File: config.mk
export PLATFORM = sky130hd
export DESIGN_NAME = flash_loader
export DESIGN_NICKNAME = d
export VERILOG_FILES = /design/src/rtl/flash_loader.sv
export SDC_FILE = /design/constraint.sdc
export NUM_CORES = 1
export LEC_CHECK = 0
export CAP_MARGIN = 30
export CORE_UTILIZATION = 25
export CTS_CLUSTER_DIAMETER = 40
export DETAILED_ROUTE_END_ITERATION = 16
export REMOVE_ABC_BUFFERS = 1
export SLEW_MARGIN = 40
export SYNTH_ARGS = -nofsm -noshare
export SYNTH_HDL_FRONTEND = slang
export SYNTH_SLANG_ARGS = --single-unit
File: constraint.sdc
create_clock -name clk -period 2.7 [get_ports clk]
set_clock_uncertainty 0.1 [all_clocks]
set_input_delay 0.27 -clock clk [delete_from_list [all_inputs] [get_ports clk]]
set_output_delay 0.27 -clock clk [all_outputs]
set_load 0.01 [all_outputs]
File: src/rtl/flash_loader.sv
// Boot-time SPI flash reader: issues one READ (0x03) command and streams NUM_BYTES
// bytes out on the load/addr/data write port feeding the VGA byte store.
module flash_loader #(
    parameter logic [23:0] FLASH_ADDR   = 24'h100000,
    parameter int unsigned NUM_BYTES    = 8,
    parameter int unsigned ADDR_W       = 8,
    parameter int unsigned CLK_DIV      = 2,
    parameter int unsigned STARTUP_WAIT = 16
) (
    input  logic              clk,
    input  logic              rst,
    output logic              f_sclk,
    output logic              f_cs,
    output logic              f_mosi,
    input  logic              f_miso,
    output logic              load,
    output logic [ADDR_W-1:0] addr,
    output logic [7:0]        data,
    output logic              f_done
);

    localparam int unsigned TOTAL_BITS = 32 + 8 * NUM_BYTES;
    localparam int unsigned BW = $clog2(TOTAL_BITS + 1);
    localparam int unsigned DW = (CLK_DIV > 1) ? $clog2(CLK_DIV) : 1;
    localparam int unsigned WW = (STARTUP_WAIT > 1) ? $clog2(STARTUP_WAIT) : 1;

    localparam logic [31:0]       CMD       = {8'h03, FLASH_ADDR};
    localparam logic [DW-1:0]     DIV_LAST  = DW'(CLK_DIV - 1);
    localparam logic [DW-1:0]     DIV_ONE   = DW'(1);
    localparam logic [WW-1:0]     WAIT_LAST = WW'(STARTUP_WAIT - 1);
    localparam logic [WW-1:0]     WAIT_ONE  = WW'(1);
    localparam logic [BW-1:0]     BIT_ONE   = BW'(1);
    localparam logic [BW-1:0]     CMD_BITS  = BW'(32);
    localparam logic [BW-1:0]     LAST_BIT  = BW'(TOTAL_BITS - 1);
    localparam logic [ADDR_W-1:0] BYTE_ONE  = ADDR_W'(1);

    typedef enum logic [2:0] {
        ST_WAIT,
        ST_SETUP,
        ST_SHIFT,
        ST_TAIL,
        ST_CSHOLD,
        ST_DONE
    } state_t;

    state_t            state_q, state_d;
    logic [WW-1:0]     wait_q, wait_d;
    logic [DW-1:0]     div_q, div_d;
    logic [BW-1:0]     bit_q, bit_d;
    logic [31:0]       cmd_q, cmd_d;
    logic [6:0]        rx_q, rx_d;
    logic [ADDR_W-1:0] byte_q, byte_d;
    logic              sclk_q, sclk_d;
    logic              cs_q, cs_d;
    logic              mosi_q, mosi_d;
    logic              load_q, load_d;
    logic [ADDR_W-1:0] addr_q, addr_d;
    logic [7:0]        data_q, data_d;
    logic              done_q, done_d;
    logic              rise;
    logic              div_tick;

    always_ff @(posedge clk or posedge rst) begin
        if (rst) begin
            state_q <= ST_WAIT;
            wait_q  <= '0;
            div_q   <= '0;
            bit_q   <= '0;
            cmd_q   <= '0;
            rx_q    <= '0;
            byte_q  <= '0;
            sclk_q  <= 1'b0;
            cs_q    <= 1'b1;
            mosi_q  <= 1'b0;
            load_q  <= 1'b0;
            addr_q  <= '0;
            data_q  <= '0;
            done_q  <= 1'b0;
        end else begin
            state_q <= state_d;
            wait_q  <= wait_d;
            div_q   <= div_d;
            bit_q   <= bit_d;
            cmd_q   <= cmd_d;
            rx_q    <= rx_d;
            byte_q  <= byte_d;
            sclk_q  <= sclk_d;
            cs_q    <= cs_d;
            mosi_q  <= mosi_d;
            load_q  <= load_d;
            addr_q  <= addr_d;
            data_q  <= data_d;
            done_q  <= done_d;
        end
    end

    always_comb begin
        state_d  = state_q;
        wait_d   = wait_q;
        div_d    = div_q;
        bit_d    = bit_q;
        cmd_d    = cmd_q;
        rx_d     = rx_q;
        byte_d   = byte_q;
        sclk_d   = sclk_q;
        cs_d     = cs_q;
        mosi_d   = mosi_q;
        load_d   = 1'b0;
        addr_d   = addr_q;
        data_d   = data_q;
        done_d   = done_q;
        rise     = 1'b0;
        div_tick = (div_q == DIV_LAST);

        case (state_q)
            ST_WAIT: begin
                if (wait_q == WAIT_LAST) begin
                    cs_d    = 1'b0;
                    mosi_d  = CMD[31];
                    cmd_d   = {CMD[30:0], 1'b0};
                    div_d   = '0;
                    state_d = ST_SETUP;
                end else begin
                    wait_d = wait_q + WAIT_ONE;
                end
            end
            ST_SETUP: begin
                if (div_tick) begin
                    div_d   = '0;
                    rise    = 1'b1;
                    state_d = ST_SHIFT;
                end else begin
                    div_d = div_q + DIV_ONE;
                end
            end
            ST_SHIFT: begin
                if (div_tick) begin
                    div_d = '0;
                    if (sclk_q) begin
                        // Zeros shift in behind the command, so MOSI rests low after bit 0.
                        sclk_d = 1'b0;
                        mosi_d = cmd_q[31];
                        cmd_d  = {cmd_q[30:0], 1'b0};
                    end else begin
                        rise = 1'b1;
                    end
                end else begin
                    div_d = div_q + DIV_ONE;
                end
            end
            ST_TAIL: begin
                if (div_tick) begin
                    div_d   = '0;
                    sclk_d  = 1'b0;
                    state_d = ST_CSHOLD;
                end else begin
                    div_d = div_q + DIV_ONE;
                end
            end
            ST_CSHOLD: begin
                if (div_tick) begin
                    div_d   = '0;
                    cs_d    = 1'b1;
                    done_d  = 1'b1;
                    state_d = ST_DONE;
                end else begin
                    div_d = div_q + DIV_ONE;
                end
            end
            default: ;
        endcase

        // bit_q counts rising edges already taken; data bits begin at edge 32.
        if (rise) begin
            sclk_d = 1'b1;
            bit_d  = bit_q + BIT_ONE;
            if (bit_q >= CMD_BITS) begin
                rx_d = {rx_q[5:0], f_miso};
                if (bit_q[2:0] == 3'd7) begin
                    load_d = 1'b1;
                    addr_d = byte_q;
                    data_d = {rx_q, f_miso};
                    byte_d = byte_q + BYTE_ONE;
                end
            end
            if (bit_q == LAST_BIT) begin
                state_d = ST_TAIL;
            end
        end
    end

    assign f_sclk = sclk_q;
    assign f_cs   = cs_q;
    assign f_mosi = mosi_q;
    assign load   = load_q;
    assign addr   = addr_q;
    assign data   = data_q;
    assign f_done = done_q;

endmodule

==> reports/results.env <==
OUTCOME='completed'
GRT_PASS1_VIAS=1524
CRITICAL_PATH.CELL_CHAIN='or3b_4 -> a21oi_2 -> o21ai_1 -> mux2_2'
HOLD_PATH.CLASS='input port to async pin'
GRT_USE_MET1_PCT=12.1
PLACED_CELLS=347
WL_PER_CELL_UM=11.6
LAYOUT_TOP_CELL_EXCL_FILL_TAP='dfrtp_1'
WORSTSETUPSTARTPOINTTYPE='register'
FLOORPLAN.DIE_AREA_UM2=10500
FINAL_NETS=233
NUMBER_OF_HOLD_REPAIR_BUFFERS_ADDED_AT_THE_CTS_STAGE=0
POSTSYNTHAREAPERCELL_UM2=13.0
CP_CAPTURE_TYPE='register'
CLKSLEWWORSTSETUPHOLDPATHS_PS=70
TIMING.CRITICAL_PATH.REQUIRED_PS=2820
SYN_INST=194
FINAL_MIN_PERIOD_OVER_CLOCK_PERIOD_PCT=74.9
COMB_POWER_SHARE_PCT=1.3
BUSIEST_LAYER='met2'
CTS.HTREE.LEVELS=3
ANTENNA_CELLS_INSERTED=0
DIE.SIZE.X_UM=103
DIE_H_UM=103
WORST_IR_DROP_VDD_mV=0.258
FINISH.CELL_COUNT_WITHOUT_FILLERS=363
REG2REG_DEPTH=4
AREA_GROWTH_FROM_SYNTHESIS_TO_FINAL_LAYOUT_PCT=25.5
PORT-BUFFER-COUNT=23
MIN_PERIOD_PS=2020
POST_SYNTH_MAIN_LOGIC_FAMILY='multiplexers'
SYNTH.CELLMIX.XORXNORSHARE_PCT=5.54
DETAIL-ROUTE-ANTENNA-NETS=0
CRIT_SLOWEST_CELL='dfrtp_1'
SYNTH_STAT.CELLS=194
MAXCLOCKFREQUENCY_MHz=494
TIMING.FINAL.HOLD_VIOLATIONS=0
MET3_USAGE_PCT=3.66
SIMPLE_GATE_AREA_SHARE_PCT=8.75
SEQPWRFRAC_PCT=49.3
TIMING.CRITICAL_PATH.TO='rx_q[0]'
MET2_LAYER_USAGE_REPORTED_BY_GLOBAL_ROUTE_PCT=13.4
CTS.ROOT.BUFFER_CELL='clkbuf_8'
POSTPLACECELLAREA_UM2=2940
FIN_TOTAL_PWR_mW=1.89
ROUTE.MET2.WL_UM=1910
TIMING.MAX_CAP.VIOLATIONS=0
AVGVIACOUNTPERCELL=4.20
RSZ0062_AT_GRT='false'
CRIT_CELLS=4
CRITICAL_PATH.MAX_FANOUT=7
NUMBER_OF_ANTENNA_VIOLATIONS_AT_THE_FIRST_CHECK_IN_GLOBAL_ROUTING=0
SETUP_TNS_PS=0
GP_ROUTABILITY_CONGESTION=0.702
CORE-AREA_UM2=9770
POST_ROUTE_CELLS_DRIVE_ABOVE_1_SHARE_PCT=21.3
SLEW_VIOL_FINAL=0
DRC=0
LOG.WARNING_COUNT=27
WL_MET1_UM=2030
DETAILROUTE.WIRELENGTH.MET3_UM=219
CTS-RESIZED-GATES=0
NETLIST_AREA_UM2=2530
GRT_OVERFLOW=0
SWITCHING_PART_OF_THE_TOTAL_POWER_PCT=18.8
FIRST_PASS_GRT_WIRE_LENGTH_UM=7330
GRT_USAGE_PCT=9.30
YS_SEQ_SHARE_PCT=61.4
TRITONCTS='yes'
REG2REG_SETUP_SLACK_PS=680
SETUP_VIOL_COUNT_FINAL=0
DETAILROUTE.VIA_COUNT=1525
DR.PASS1.ITERS=4
MAX-SLEW-MARGIN-REL_PCT=57.5
P_INT_mW=1.53
WORSTREG2REGEND='rx_q[0]'
INITCOREUTIL_PCT=25.9
FINISH.INSTANCE_AREA_UM2=3180
IO-PIN-COUNT=24
POWER.SWITCHING_uW=355
WORST_SETUP_PATH_STARTPOINT='state_q[0]'
CP_CLASS='register to register'
CRITPATHBUFINV=0
YOSYS-STAT-AREA_UM2=2530
CTS_SETUP_BUFFERS=0
COMPOUND_AREA_SHARE_PCT=8.06
CRIT_PATH_MAX_CELL_DELAY_PS=440
CTS.PATH.MAX_BUFFERS=2
CRIT_ARRIVAL_PS=2140
P_LEAK_nW=1.49
SYNTHMUXAREASHARE_PCT=11.1
HPWL_UM=2740
FILLER_INSTANCES=993
CORE.ROWCOUNT=36
TOP_LAYER='met4'
CTS_SINKS=62
SYNTH-SEQ-CELLS=62
TIGHTEST_SLEW_PS=634
PATH_DELAY_FAMILY='AND-OR/OR-AND gates'
LARGEST_NET_DEGREE_AT_THE_START_OF_GLOBAL_ROUTING=63
CLOCK_POWER_SHARE_PCT=49.4
TOTAL_POWER_DENSITY_PER_CELL_AREA_nW_PER_UM2=594
YOSYS_CELL_TYPES=36
ROUTE.FINAL.WIRE_LENGTH_UM=4200
YOSYS_WARNINGS=0
REG2REG_FROM='state_q[0]'
CLOCK_LATENCY_PS=330
SYNTH.CELLMIX.ADDERSHARE_PCT=2.47
INITIALDRTVIOLATIONCOUNT=55
LAYOUT_TOP_CELLS='dfrtp_1 (61), mux2_2 (23), clkdlybuf4s50_1 (23)'
-- worst min path at each step --
| stage | cells after the start | startpoint | endpoint |
|---|---|---|---|
| floorplan | 1 | f_miso | rx_q[0] |
| global placement | 1 | byte_q[7] | byte_q[7] |
| detailed placement | 1 | byte_q[7] | byte_q[7] |
| CTS | 3 | rst | addr[6] |
| global route | 3 | rst | cmd_q[25] |
| finish | 3 | rst | byte_q[6] |
-- per-stage QoR --
step / hold slack (ps) / setup WS, ps / utilization (%)
6_report: 223 / 677 / 32.5
4_1_cts: 226 / 649 / 32.4
5_1_grt: 245 / 550 / 32.5
3_5_place_dp: 366 / 648 / 30.0
2_1_floorplan: 321 / 268 / -
3_3_place_gp: 364 / 676 / 30.0
-- registers in the layout, summed over array words and instances (netlist names), 3 cells and up --
| signal | flops |
|---|---|
| cmd_q | 11 |
| addr | 8 |
| byte_q | 8 |
| rx_q | 7 |
| state_q | 3 |
| bit_q | 7 |
| data | 8 |
| wait_q | 4 |
-- Yosys cell counts --
cell,number,area (µm²)
dfrtp_1,61,1530
mux2_2,23,259
nand2_1,11,41.3
a22o_1,9,78.8
inv_1,9,33.8
xor2_1,9,78.8
nand3_1,7,35.0
nor2_1,7,26.3
xnor2_1,7,61.3
ha_1,5,62.6
nor3_1,5,25.0
o21ai_0,5,25.0
nand2b_1,4,25.0
buf_2,3,15.0
nand4_1,3,18.8
a21oi_1,2,10.0
a22oi_1,2,15.0
clkbuf_1,2,7.51
mux2_1,2,22.5
nor2b_1,2,12.5
a211oi_2,1,12.5
a21o_1,1,7.51
a21oi_2,1,8.76
a31o_2,1,8.76
a31oi_1,1,6.26
a32o_1,1,10.0
and3_1,1,6.26
buf_6,1,11.3
dfstp_2,1,26.3
o21ai_1,1,5.00
o21bai_1,1,7.51
o2bb2ai_1,1,8.76
or2_2,1,6.26
or3_1,1,6.26
or3b_4,1,11.3
or4_1,1,7.51
-- cell type report --
cell class | instances | area, µm² | area share (%)
repair buffers | 26 | 265 | 8.35
multi-input cells | 117 | 923 | 29.1
inverters | 9 | 33.8 | 1.06
clock inverters | 3 | 65.1 | 2.05
clock buffers | 13 | 169 | 5.32
well taps | 133 | 166 | 5.24
flip-flops and latches | 62 | 1550 | 48.9
-- cells by family (layout without fill, tap and decap cells) --
logic type | count (synthesis) | after routing
compound gates | 27 | 27
buf+inv | 15 | 51
mux | 25 | 25
simple gates | 44 | 44
flops | 62 | 62
fa+ha+maj | 5 | 5
xor+xnor | 16 | 16
-- power by group through the flow --
stage | Sequential (mW) | Clock [mW] | Combinational [mW]
2_1_floorplan | 0.947 | 0 | 0.0142
3_3_place_gp | 0.948 | 0 | 0.0265
3_5_place_dp | 0.948 | 0 | 0.0266
4_1_cts | 0.930 | 0.962 | 0.0266
5_1_grt | 0.930 | 0.996 | 0.0294
6_report | 0.930 | 0.931 | 0.0247
-- worst register-to-register path, cell delays in order (launching register included) --
cell and delay (ps):
dfrtp_1 440, or3b_4 440, a21oi_2 280, o21ai_1 300, mux2_2 350
clocks.png
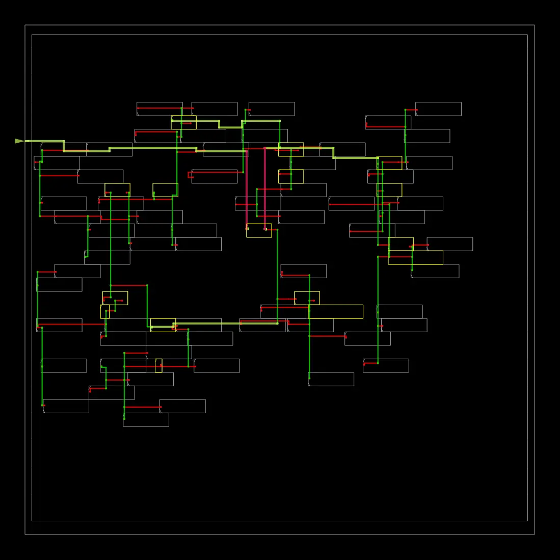
flop count: 62
number of buffers created by CTS: 9

sizes.png
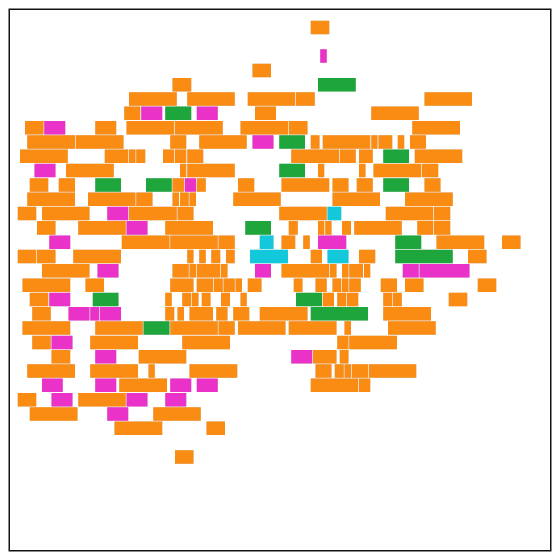
_6 and larger -> green  # cells 15, most used clkbuf_8
_0 and _1 cells -> orange  # cells 181, most used dfrtp_1
_3 and _4 cells -> cyan  # cells 4, most used buf_4
_2 cells -> magenta  # cells 30, most used mux2_2

logic_types.png
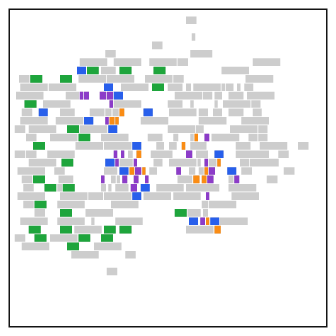
NAND gates -> purple  # cells 25
NOR gates -> orange  # cells 14, where centre
XOR/XNOR gates -> blue  # cells 16
multiplexers -> green  # cells 25

layer_met2.png
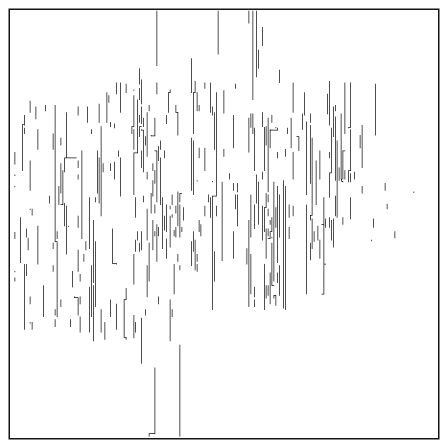
share of all routed wire = 46%
main direction = vertical
nets with wire on the layer = 204
wire length on this layer = 1,910 µm

Power figures rest on the tool's default switching activity, not on a simulated workload.
